**src/rtl/train_pkg.sv**
```systemverilog
// rtl/train_pkg.sv - shared types and default sizes for the train step counter
package train_pkg;

  typedef enum logic [1:0] {
    DB_IDLE,
    DB_RISE,
    DB_HIGH,
    DB_FALL
  } db_state_t;

  localparam int CNT_WIDTH = 4;
  localparam int CNT_MAX   = 9;

endpackage

```
**src/rtl/train_step_counter_if.sv**
```systemverilog
// rtl/train_step_counter_if.sv - control/status bundle between controller FSM and step counter
interface train_step_counter_if #(
  parameter int WIDTH = 4
);

  logic             en;
  logic             up;
  logic             ld;
  logic [WIDTH-1:0] ld_val;
  logic [WIDTH-1:0] count;
  logic             tc;
  logic             ovf;

  modport master (output en, up, ld, ld_val, input count, tc, ovf);
  modport slave  (input en, up, ld, ld_val, output count, tc, ovf);

endinterface

```
**src/rtl/train_sensor_sync.sv**
```systemverilog
// rtl/train_sensor_sync.sv - sensor synchroniser, optional debounce (TRAIN_STEP_DEBOUNCE_EN), one step per rising edge
module train_sensor_sync
  import train_pkg::*;
#(
  parameter int DB_CYCLES = 4
) (
  input  logic clk,
  input  logic rst_n,
  input  logic sensor,
  output logic step
);

  logic       s1;
  logic       s2;
  logic [1:0] warm;
  logic       live;

  always_ff @(posedge clk or negedge rst_n) begin
    if (!rst_n) begin
      s1 <= 1'b0;
      s2 <= 1'b0;
    end else begin
      s1 <= sensor;
      s2 <= s1;
    end
  end

  // Hold off edges until s2 reflects the real sensor, so a sensor already high at reset release is not counted.
  assign live = (warm == 2'd3);

  always_ff @(posedge clk or negedge rst_n) begin
    if (!rst_n) begin
      warm <= 2'd0;
    end else if (!live) begin
      warm <= warm + 2'd1;
    end
  end

`ifdef TRAIN_STEP_DEBOUNCE_EN
  localparam int DBW = $clog2(DB_CYCLES + 1);
  localparam logic [DBW-1:0] DB_LAST = DBW'(DB_CYCLES - 1);

  if (DB_CYCLES < 2) begin : g_db_check
    $error("train_sensor_sync: DB_CYCLES must be at least 2");
  end

  db_state_t      state;
  logic [DBW-1:0] db_cnt;
  logic           step_q;

  always_ff @(posedge clk or negedge rst_n) begin
    if (!rst_n) begin
      state  <= DB_IDLE;
      db_cnt <= '0;
      step_q <= 1'b0;
    end else begin
      step_q <= 1'b0;
      if (!live) begin
        state  <= s2 ? DB_HIGH : DB_IDLE;
        db_cnt <= '0;
      end else begin
        case (state)
          DB_IDLE: if (s2) begin
            state  <= DB_RISE;
            db_cnt <= DBW'(1);
          end
          DB_RISE: if (!s2) begin
            state <= DB_IDLE;
          end else if (db_cnt == DB_LAST) begin
            state  <= DB_HIGH;
            step_q <= 1'b1;
          end else begin
            db_cnt <= db_cnt + 1'b1;
          end
          DB_HIGH: if (!s2) begin
            state  <= DB_FALL;
            db_cnt <= DBW'(1);
          end
          DB_FALL: if (s2) begin
            state <= DB_HIGH;
          end else if (db_cnt == DB_LAST) begin
            state <= DB_IDLE;
          end else begin
            db_cnt <= db_cnt + 1'b1;
          end
          default: state <= DB_IDLE;
        endcase
      end
    end
  end

  assign step = step_q;
`else
  if (DB_CYCLES < 1) begin : g_db_check
    $error("train_sensor_sync: DB_CYCLES must be positive");
  end

  logic s3;

  always_ff @(posedge clk or negedge rst_n) begin
    if (!rst_n) begin
      s3 <= 1'b0;
    end else begin
      s3 <= s2;
    end
  end

  assign step = s2 & ~s3 & live;
`endif

endmodule

```
**src/rtl/train_step_counter.sv**
```systemverilog
// rtl/train_step_counter.sv - up/down track step counter with load, wrap/saturate and terminal count (debounce via TRAIN_STEP_DEBOUNCE_EN)
module train_step_counter
  import train_pkg::*;
#(
  parameter int WIDTH     = CNT_WIDTH,
  parameter int MAX_COUNT = CNT_MAX,
  parameter bit WRAP      = 1'b1,
  parameter int DB_CYCLES = 4
) (
  input logic                clk,
  input logic                rst_n,
  input logic                sensor,
  train_step_counter_if.slave bus
);

  localparam logic [WIDTH-1:0] MAX_V = WIDTH'(MAX_COUNT);

  if (MAX_COUNT > (1 << WIDTH) - 1) begin : g_max_check
    $error("train_step_counter: MAX_COUNT does not fit in WIDTH bits");
  end

  logic             step;
  logic [WIDTH-1:0] count_q;
  logic             tc_q;
  logic             ovf_q;

  train_sensor_sync #(
    .DB_CYCLES(DB_CYCLES)
  ) u_sync (
    .clk   (clk),
    .rst_n (rst_n),
    .sensor(sensor),
    .step  (step)
  );

  always_ff @(posedge clk or negedge rst_n) begin
    if (!rst_n) begin
      count_q <= '0;
      tc_q    <= 1'b0;
      ovf_q   <= 1'b0;
    end else begin
      tc_q <= 1'b0;
      if (bus.ld) begin
        count_q <= (bus.ld_val > MAX_V) ? MAX_V : bus.ld_val;
        ovf_q   <= 1'b0;
      end else if (step && bus.en) begin
        if (bus.up) begin
          // >= also catches an out-of-range count and treats it as the limit.
          if (count_q >= MAX_V) begin
            tc_q <= 1'b1;
            if (WRAP) count_q <= '0;
            else      ovf_q   <= 1'b1;
          end else begin
            count_q <= count_q + 1'b1;
          end
        end else begin
          if (count_q == '0) begin
            tc_q <= 1'b1;
            if (WRAP) count_q <= MAX_V;
            else      ovf_q   <= 1'b1;
          end else if (count_q > MAX_V) begin
            count_q <= MAX_V;
          end else begin
            count_q <= count_q - 1'b1;
          end
        end
      end
    end
  end

  assign bus.count = count_q;
  assign bus.tc    = tc_q;
  assign bus.ovf   = ovf_q;

endmodule

```
**src/flat_wrapper.sv**
```systemverilog
// flat-port wrapper written by rule: the top's interface ports become plain ports
module train_step_counter_flat import train_pkg::*;
#(
  parameter int WIDTH     = CNT_WIDTH,
  parameter int MAX_COUNT = CNT_MAX,
  parameter bit WRAP      = 1'b1,
  parameter int DB_CYCLES = 4
)
  (clk, rst_n, sensor, bus_en, bus_up, bus_ld, bus_ld_val, bus_count, bus_tc, bus_ovf);
  train_step_counter_if #(.WIDTH(WIDTH)) bus_i ();
  input logic clk;
  input logic rst_n;
  input logic sensor;
  input wire logic [$bits(bus_i.en)-1:0] bus_en;
  input wire logic [$bits(bus_i.up)-1:0] bus_up;
  input wire logic [$bits(bus_i.ld)-1:0] bus_ld;
  input wire logic [$bits(bus_i.ld_val)-1:0] bus_ld_val;
  output wire logic [$bits(bus_i.count)-1:0] bus_count;
  output wire logic [$bits(bus_i.tc)-1:0] bus_tc;
  output wire logic [$bits(bus_i.ovf)-1:0] bus_ovf;
  assign bus_i.en = bus_en;
  assign bus_i.up = bus_up;
  assign bus_i.ld = bus_ld;
  assign bus_i.ld_val = bus_ld_val;
  assign bus_count = bus_i.count;
  assign bus_tc = bus_i.tc;
  assign bus_ovf = bus_i.ovf;
  train_step_counter #(.WIDTH(WIDTH), .MAX_COUNT(MAX_COUNT), .WRAP(WRAP), .DB_CYCLES(DB_CYCLES)) u_core (.clk(clk), .rst_n(rst_n), .sensor(sensor), .bus(bus_i));
endmodule
```
**config.mk**
```make
export PLATFORM = sky130hd
export DESIGN_NAME = train_step_counter_flat
export DESIGN_NICKNAME = d
export VERILOG_FILES = /design/src/rtl/train_pkg.sv /design/src/rtl/train_step_counter_if.sv /design/src/rtl/train_sensor_sync.sv /design/src/rtl/train_step_counter.sv /design/src/flat_wrapper.sv
export SDC_FILE = /design/constraint.sdc
export NUM_CORES = 1
export LEC_CHECK = 0
export CORE_MARGIN = 1
export CORE_UTILIZATION = 45
export DETAILED_ROUTE_END_ITERATION = 10
export GPL_TIMING_DRIVEN = 0
export PLACE_DENSITY = 0.79
export SYNTH_ARGS = -nofsm -noshare
export SYNTH_HDL_FRONTEND = slang
export SYNTH_SLANG_ARGS = --single-unit
```
**constraint.sdc**
```tcl
create_clock -name clk -period 2.6 [get_ports clk]
set_input_delay 0.52 -clock clk [delete_from_list [all_inputs] [get_ports clk]]
set_output_delay 0.52 -clock clk [all_outputs]
set_load 0.005 [all_outputs]
```
==> images/final_placement.png <==
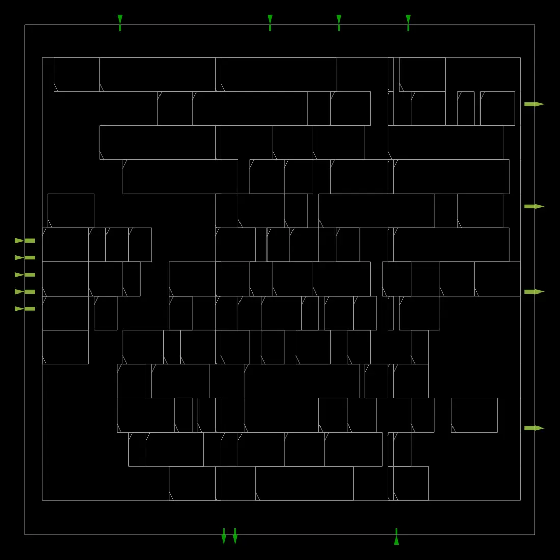
row count: 13
Fillers: 120
non-filler cells, final: 100
final core occ: 0.626

==> images/port_nets.png <==
Drawn at 6 px/um.
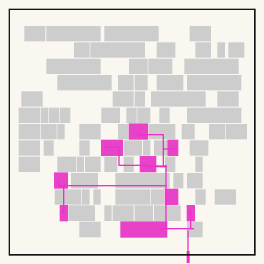
color	port	bits	direction	edge	end cells	buffers	wire
magenta	bus_up	1	input	bottom	10	1	72.3 um

==> images/pins.png <==
Drawn at 12 px/um. Pins as bars across the die edge, other pins in gray.
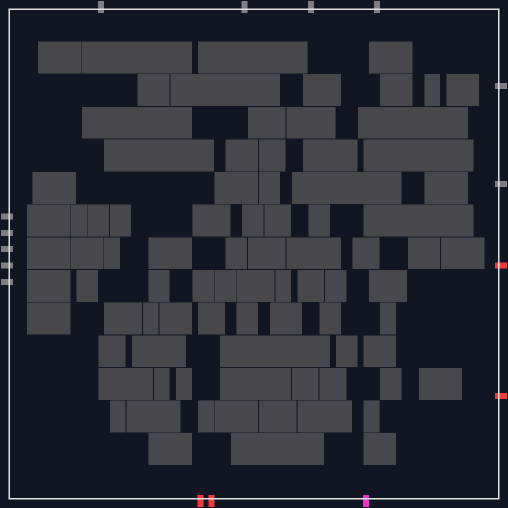
color	port	pins	direction	edge
red	bus_count	4	output	2 bottom, 2 right
magenta	bus_up	1	input	bottom
Die X: 40.7 um
I/O Buffers: 13
height of the die: 40.7 um

==> images/met2.png <==
Drawn at 12 px/um.
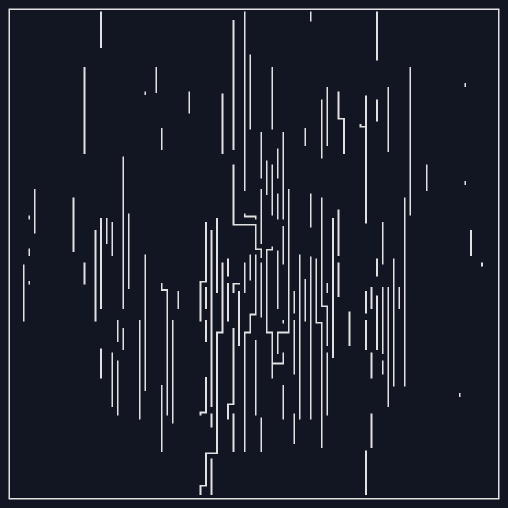
nets with wire on the layer	82
share of all routed wire	47%

==> images/metal_stack.png <==
Drawn at 6 px/um. Only two layers are drawn.
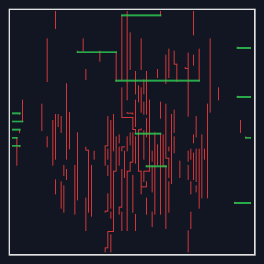
color	layer	wire length
green	met3	47.1 um
red	met2	586 um
via count: 548
GRT Util Overall: 0.183
DRT Wirelength: 1.24 mm

==> run notes <==
fresh numbers from the pnr run: outcome finished clean, hold_buf cts 0, fmax 547 MHz, setup TNS 0 ps, asr flop ratio synth 1.00, fp util 0.499, DR WL met2 585 um, area reported by Yosys stat 673 um2, cell area power density 473 mW/mm2, logic share of the area 0.447, met1 GRT Util 0.243, clk tree area frac 0.0267, Clock power frac 0.249, Cells after Synth 69, routability cong. 0.798, max incr delay on CP 550 ps, clk buf depth 2, vias per cell 5.48, Buf/Inv on CP 1, Worst Setup Slack post-DPL 865 ps, Sink Count 10, Top cell excl fill/tap clkdlybuf4s50_1, R2R cell count 6, Max VDD drop 0.285 mV, Post-synth EDFFs 0, count of non-CTS buffers in the layout 16, Mapped Area 673 um2, most frequent cell after synthesis dfrtp_1, Hold Path Sink u_core.u_sync.s2, average size of a mapped cell 9.76 um2, Crit Path Class flip-flop to primary output, CP top delay family buffers and inverters, Logic Gate Count 50, Cells after DPL 97, Well Taps 15, largest area contributor in the netlist dfrtp_1, clock buf count 3, switching share of power 0.294, met3 Track Usage GR 0.0652, Clock Skews 6.65 ps, dominant kind of cell combinational gates, Pins Over Slew Limit 0, final instance area 845 um2, met1 wire length 605 um, hold depth 0, WL/cell 12.4 um, worst setup path endpoint bus_count[2], Distinct lib cells used 31, Yosys Instances 69, RSZ-0062 raised after global routing false, htree depth 1, share of layout cells above drive strength 1 0.165, most numerous logic cells after layout clkdlybuf4s50_1 (13), dfrtp_1 (10), o21ai_0 (6), inv_1 (5), ha_1 (5), I/O pin count 16, worst r2r src u_core.bus.count[0], Pleak 0.000346 uW, Net Count, Synth 84, Critical Path Source Type flip-flop, Commonest cells post-synth dfrtp_1 (10), o21ai_0 (6), ha_1 (5), inv_1 (5), register bit total from synthesis 10, crit path launch u_core.bus.count[2], CTS Buf Count 3, detailed placement HPWL 1.01 mm, Stages on worst setup path 1, diode count 0, Setup-failing EPs final 0, CTS tree built, cts repair resizes 0, 1st-iter DRT viols 12, GRT Residual Overflow 0, Compound-Gate Fraction of Synth Area 0.303, Die ar. 0.00165 mm2, Worst Slack Setup Final 773 ps, pin count of the biggest net entering global routing 11, adder share 0.0929, grt met2 use 0.302, Crit Path Max Fanout 10, global-route wire length before repair 2.01 mm, clk root buf clkbuf_4, flop count 10, Worst R2R Setup Slack 1060 ps, initial antenna violation count 0, hold_sp u_core.u_sync.s1, top cells by area dfrtp_1 (37%), ha_1 (9.3%), o21ai_0 (4.5%), synthesis-to-layout area growth 25.5%, WP data arrival 1310 ps, Hold Path Class flip-flop to flip-flop, Main logic family AND-OR/OR-AND gates, Power Combinational 123 uW, Skew-Pair Late Insertion Delay 260 ps, final hold vios 0, inverters 6, logic area 378 um2, Max Used Layer met3, XORs/XNORs by Area 0.0130, Critical R2R Capture u_core.bus.count[0], hold slack final 347 ps, fraction of area in registers 0.296, Residual DRC 0, ys flop type dfrtp_1, share of the yosys chip area belonging to registers 0.372, Critical Path Slowest Stage Cell clkdlybuf4s50_1, ANT nets after route 0, Layout non-clock buf frac 0.181, top power group registers, Reg clk slew, reported paths 60 ps, Clock Power 99.5 uW, post-CTS setup buffers 0, Core Area 0.00135 mm2, nets@finish 102, Simple-Gate Area Share 0.130, part of the power in registers 0.443, Largest register FFs 4, logic gate share of total power 0.308, Internal Pwr Total 282 uW, FF+latch area 250 um2, vias in the first global route 479, period utilization 0.703, Final Power 400 uW, Final min period 1830 ps, CP required 2080 ps, crit end category primary output, stage-log warning count 29, Area leader share 0.372, Most Used Layer, Global Route met2, CP Cell Sequence clkdlybuf4s50_1, P_sw 118 uW, DR pass1 iterations 4, WL met3 47 um, seq pwr 177 uW, DP Area 822 um2, Ys Warns 0, max cap viols 0, area fraction in mux cells 0.0167
Power and IR drop assume default switching activity.
